<file path="config.mk">
export PLATFORM = sky130hd
export DESIGN_NAME = issue_ctrl
export DESIGN_NICKNAME = d
export VERILOG_FILES = /design/src/rtl/issue_ctrl_pkg.sv /design/src/rtl/issue_ctrl_mu_seq.sv /design/src/rtl/issue_ctrl.sv
export SDC_FILE = /design/constraint.sdc
export NUM_CORES = 1
export LEC_CHECK = 0
export CELL_PAD_IN_SITES_DETAIL_PLACEMENT = 1
export CELL_PAD_IN_SITES_GLOBAL_PLACEMENT = 1
export CORE_MARGIN = 2
export CORE_UTILIZATION = 32
export CTS_BUF_LIST = sky130_fd_sc_hd__clkbuf_4 sky130_fd_sc_hd__clkbuf_8 sky130_fd_sc_hd__clkbuf_16
export DETAILED_ROUTE_END_ITERATION = 16
export GPL_TIMING_DRIVEN = 0
export HOLD_SLACK_MARGIN = 0.03
export PLACE_DENSITY_LB_ADDON = 0.08
export SLEW_MARGIN = 10
export SYNTH_ARGS = -nofsm -noshare
export SYNTH_HDL_FRONTEND = slang
export SYNTH_SLANG_ARGS = --single-unit
</file>
<file path="constraint.sdc">
create_clock -name clk -period 2.6 [get_ports clk]
set_input_delay 0.26 -clock clk [delete_from_list [all_inputs] [get_ports clk]]
set_output_delay 0.26 -clock clk [all_outputs]
set_load 0.1 [all_outputs]
</file>
<file path="src/rtl/issue_ctrl_pkg.sv">
`default_nettype none
// ============================================================================
//  Module   : issue_ctrl_pkg
//  Purpose  : Shared types for the issue/hazard controller. Provides the
//             pipeline slot record, the MU state encoding, the forwarding
//             select encoding and small hazard helper functions.
//  Revision : 1.0  initial release
// ============================================================================
package issue_ctrl_pkg;

   // One in-flight writer tracked in the E or M slot
   typedef struct packed {
      logic       valid;
      logic [4:0] dst;
      logic       regwrite;
      logic       ismem;
   } slot_t;

   localparam slot_t SLOT_EMPTY = '0;

   // Multi-cycle unit sequencing states
   typedef enum logic [1:0] {
      MU_IDLE = 2'd0,
      MU_BUSY = 2'd1,
      MU_WB   = 2'd2
   } mu_state_t;

   // Operand source select
   typedef logic [1:0] fwd_sel_t;
   localparam fwd_sel_t FWD_REG = 2'd0;
   localparam fwd_sel_t FWD_E   = 2'd1;
   localparam fwd_sel_t FWD_M   = 2'd2;

   // A slot produces the value of rs (x0 never matches)
   function automatic logic slot_hit(input slot_t s, input logic [4:0] rs);
      return s.valid & s.regwrite & (s.dst == rs) & (rs != 5'd0);
   endfunction

   // E has priority; a load in E cannot forward, so fall back to M
   function automatic fwd_sel_t fwd_pick(input logic e_hit, input logic e_ismem,
                                         input logic m_hit);
      if (e_hit & ~e_ismem) begin
         return FWD_E;
      end else if (m_hit) begin
         return FWD_M;
      end
      return FWD_REG;
   endfunction

endpackage
`default_nettype wire

</file>
<file path="src/rtl/issue_ctrl_mu_seq.sv">
`default_nettype none
// ============================================================================
//  Module   : issue_ctrl_mu_seq
//  Purpose  : Multi-cycle unit sequencer. Runs the IDLE/BUSY/WB state
//             machine with its latency counter, owns the pending-writer
//             bitmap and arbitrates the regfile write port against M.
//  Revision : 1.0  initial release
// ============================================================================
module issue_ctrl_mu_seq
   import issue_ctrl_pkg::*;
#(
   parameter int MU_LAT = 4,
   parameter int NREG   = 32
) (
   input  logic            clk,
   input  logic            reset,
   input  logic            start_i,     // MU instruction issues this cycle
   input  logic [4:0]      rd_i,        // its destination
   input  logic            wb_block_i,  // M slot owns the write port
   output logic [NREG-1:0] pend_o,
   output logic            mu_start_o,
   output logic            mu_busy_o,
   output logic            mu_wb_o,
   output logic [4:0]      mu_dst_o
);

   localparam int CW = $clog2(MU_LAT);

   mu_state_t       state_q, state_d;
   logic [CW-1:0]   cnt_q,   cnt_d;
   logic [NREG-1:0] pend_q,  pend_d;
   logic [4:0]      dst_q,   dst_d;
   logic            start_q, start_d;
   logic            wb_w;

   // State register; an asynchronous reset aborts any operation in flight
   always_ff @(posedge clk or posedge reset) begin
      if (reset) begin
         state_q <= MU_IDLE;
         cnt_q   <= '0;
         pend_q  <= '0;
         dst_q   <= 5'd0;
         start_q <= 1'b0;
      end else begin
         state_q <= state_d;
         cnt_q   <= cnt_d;
         pend_q  <= pend_d;
         dst_q   <= dst_d;
         start_q <= start_d;
      end
   end

   // Next-state: the counter runs regardless of memory stalls, and WB
   // waits one cycle at a time while M holds the write port
   always_comb begin
      state_d = state_q;
      cnt_d   = cnt_q;
      pend_d  = pend_q;
      dst_d   = dst_q;
      start_d = 1'b0;
      wb_w    = 1'b0;
      case (state_q)
         MU_IDLE: begin
            if (start_i) begin
               state_d = MU_BUSY;
               cnt_d   = CW'(MU_LAT - 1);
               dst_d   = rd_i;
               start_d = 1'b1;
               if (rd_i != 5'd0) begin
                  pend_d[rd_i] = 1'b1;
               end
            end
         end
         MU_BUSY: begin
            cnt_d = cnt_q - CW'(1);
            // counter reaches zero on this edge
            if (cnt_q == CW'(1)) begin
               state_d = MU_WB;
            end
         end
         MU_WB: begin
            if (!wb_block_i) begin
               wb_w            = 1'b1;
               pend_d[dst_q]   = 1'b0;
               state_d         = MU_IDLE;
            end
         end
         default: begin
            state_d = MU_IDLE;
         end
      endcase
   end

   assign pend_o     = pend_q;
   assign mu_start_o = start_q;
   assign mu_busy_o  = (state_q != MU_IDLE);
   assign mu_wb_o    = wb_w;
   assign mu_dst_o   = dst_q;

endmodule
`default_nettype wire

</file>
<file path="src/rtl/issue_ctrl.sv">
`default_nettype none
// ============================================================================
//  Module   : issue_ctrl
//  Purpose  : Issue/hazard controller beside decode. Tracks E/M writers and
//             the multi-cycle unit, decides issue vs stall and selects the
//             operand forwarding source.
//  Options  : ISSUE_FWD_EN - when defined, E/M results are forwarded; when
//             undefined, fwd1/fwd2 are 0 and any E/M producer match stalls.
//  Revision : 1.0  initial release
// ============================================================================
module issue_ctrl
   import issue_ctrl_pkg::*;
#(
   parameter int MU_LAT = 4,
   parameter int NREG   = 32
) (
   input  logic       clk,
   input  logic       reset,
   input  logic       in_valid,
   input  logic [4:0] in_rs1,
   input  logic [4:0] in_rs2,
   input  logic [4:0] in_rd,
   input  logic       in_regwrite,
   input  logic       in_ismem,
   input  logic       in_ismulti,
   input  logic       branch,
   input  logic       stopm,
   output logic       stall_d,
   output logic       issue,
   output logic [1:0] fwd1,
   output logic [1:0] fwd2,
   output logic       mu_start,
   output logic       mu_busy,
   output logic       mu_wb,
   output logic [4:0] mu_dst
);

   slot_t           e_q, e_d, m_q, m_d;
   logic [NREG-1:0] pend;
   logic            e_hit1, e_hit2, m_hit1, m_hit2;
   logic            haz_lu, haz_mu, haz_waw, haz_st, haz_raw;
   logic            unused_m_ismem;

   assign e_hit1 = slot_hit(e_q, in_rs1);
   assign e_hit2 = slot_hit(e_q, in_rs2);
   assign m_hit1 = slot_hit(m_q, in_rs1);
   assign m_hit2 = slot_hit(m_q, in_rs2);

   // A load in M has already delivered its data, so only E's flag matters
   assign unused_m_ismem = m_q.ismem;

   assign haz_lu  = e_q.ismem & (e_hit1 | e_hit2);
   assign haz_mu  = ((in_rs1 != 5'd0) & pend[in_rs1]) |
                    ((in_rs2 != 5'd0) & pend[in_rs2]);
   assign haz_waw = in_regwrite & (in_rd != 5'd0) & pend[in_rd];
   assign haz_st  = in_ismulti & mu_busy;

`ifdef ISSUE_FWD_EN
   assign haz_raw = 1'b0;
   assign fwd1    = fwd_pick(e_hit1, e_q.ismem, m_hit1);
   assign fwd2    = fwd_pick(e_hit2, e_q.ismem, m_hit2);
`else
   // Without bypass paths a reader waits until the producer leaves M
   assign haz_raw = e_hit1 | e_hit2 | m_hit1 | m_hit2;
   assign fwd1    = FWD_REG;
   assign fwd2    = FWD_REG;
`endif

   assign stall_d = in_valid & (haz_lu | haz_mu | haz_waw | haz_st | haz_raw);
   assign issue   = in_valid & ~stall_d & ~stopm & ~branch;

   // E/M slot advance; MU ops and squashed or stalled slots enter E as bubbles
   always_comb begin
      e_d = e_q;
      m_d = m_q;
      if (!stopm) begin
         m_d = e_q;
         e_d = SLOT_EMPTY;
         if (issue & ~in_ismulti) begin
            e_d.valid    = 1'b1;
            e_d.dst      = in_rd;
            e_d.regwrite = in_regwrite;
            e_d.ismem    = in_ismem;
         end
      end
   end

   // Slot registers
   always_ff @(posedge clk or posedge reset) begin
      if (reset) begin
         e_q <= SLOT_EMPTY;
         m_q <= SLOT_EMPTY;
      end else begin
         e_q <= e_d;
         m_q <= m_d;
      end
   end

   issue_ctrl_mu_seq #(
      .MU_LAT (MU_LAT),
      .NREG   (NREG)
   ) u_mu_seq (
      .clk        (clk),
      .reset      (reset),
      .start_i    (issue & in_ismulti),
      .rd_i       (in_rd),
      .wb_block_i (m_q.valid & m_q.regwrite),
      .pend_o     (pend),
      .mu_start_o (mu_start),
      .mu_busy_o  (mu_busy),
      .mu_wb_o    (mu_wb),
      .mu_dst_o   (mu_dst)
   );

endmodule
`default_nettype wire

</file>
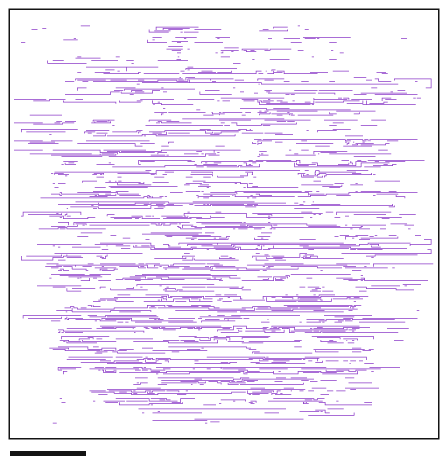
layer_met1.png
The bar under the picture is 20 um long.
wire length on this layer	6900 um
longest straight run	52.0 um
share of all routed wire	48%
nets with wire on the layer	465
main direction	horizontal
met1 usage: 32.5%
via count: 3505
final wirelength: 14500 um

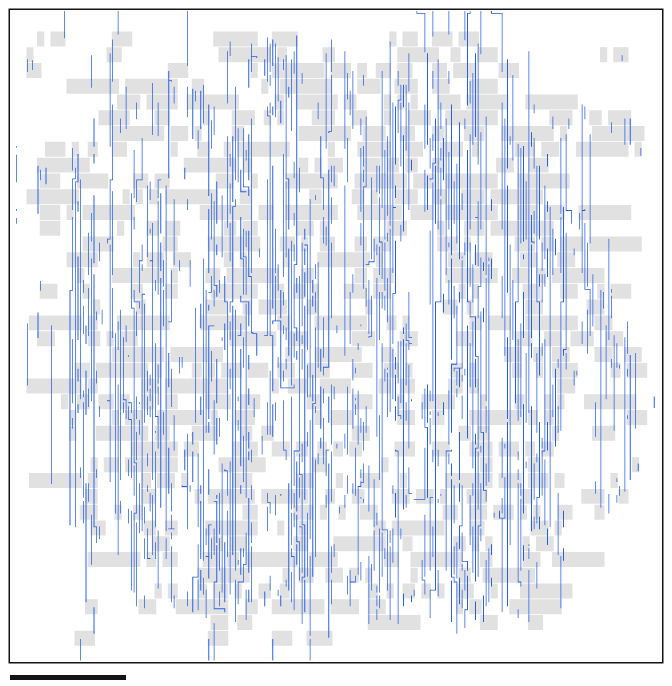
layer_met2.png
The bar under the picture is 20 um long. Cells faint in the background.
longest straight run	62.2 um
share of all routed wire	48%
GR Util met2: 38.1%

==> out/metrics.yaml <==
logic_synthesis:
  synth_flops: 56
  async_flop_share_pct: 100
  ys_types: 58
  ys_warn_count: 0
  synth.most_common_cell: "dfrtp_1"
final_layout:
  buffers: 92
  fillers: 1291
  lay_top_count: "dfrtp_1"
  nets: 496
  bufAreaShareNonClock_pct: 15.9
  mostFrequentLayoutCells: "dfrtp_1, inv_1, buf_4"
  largest_reg_flops: 32
  clk_share_pct: 3.93
  comb_share_pct: 45.0
  ff_count: 56
  comb_cells: 279
  syn_to_final_growth_pct: 31.3
power:
  p_sw_share_pct: 37.4
  p_sw_mw: 1.12
  peakVddDrop_mv: 0.572
  powerComb_mw: 1.06
  p_leak_nw: 2.00
global_routing:
  grt_overflow: 0
  grt_pass1_vias: 3727
worst_setup_path:
  path_max_fanout: 2
  reg2reg_depth: 9
  endpoint: "issue"
  crit_type: "flop to output pin"
placed_design:
  dp_cells: 568
  place.gp.congestion: 0.837
  place_ws_ns: -1.97
final_timing:
  setup_viol: 30
  slew_headroom_pct: 35.3
  worstMarginPinSlew_ns: 0.968
  fin_worst_skew_ns: 0.0126
  rsz0062_at_grt: "yes"
  setup_ws_ns: -0.261
drt:
  wl_met2_um: 6940
  vias_per_cell: 5.69
  avgRoutedWirePerCell_um: 23.5
run_status:
  status: "finished, violations left"
  violations: "setup timing"
floorplan:
  dieWidth_um: 112
  die_h_um: 112
job:
  warnings: 29
cts:
  clockRootBuffer: "clkbuf_16"
  cts_tree: "built"
  cts.sink_count: 56
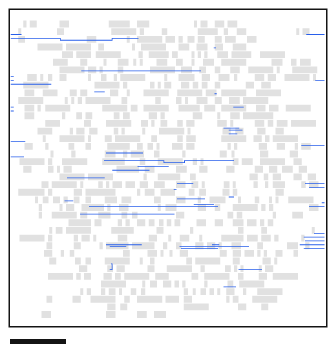
layer_met3.png
The bar under the picture is 20 um long. Cells faint in the background.
share of all routed wire	3.3%
nets with wire on the layer	41
main direction	horizontal
longest straight run	45.5 um
wire length on this layer	482 um
GR Util met3: 3.40%

[layer usage]
metal / up-vias / track usage (%)
li1: 1613 / -
met1: 1809 / 32.5
met2: 69 / 38.1
met3: 14 / 3.40
met4: 0 / 4.88
met5: - / 0
[per-stage QoR]
stage | power, mW | TNS [ns] | hold WS (ns) | cell area (um2)
floorplan | 1.70 | 0 | 0.422 | 3780
global placement | 1.94 | -64.11 | 0.482 | 4190
detailed placement | 1.96 | -48.16 | 0.490 | 4200
CTS | 2.96 | -1.51 | 0.467 | 4780
global route | 3.10 | -6.03 | 0.493 | 4940
finish | 2.99 | -2.91 | 0.431 | 4940
[worst max-delay path: stages (launching register included)]
cell and delay, ns:
dfrtp_2 0.44, mux4_2 0.45, o2111a_1 0.24, or4_4 0.51
nor3_4 0.15, buf_4 0.14, and3_4 0.18, buf_12 0.17
Power figures rest on the tool's default switching activity, not on a simulated workload.
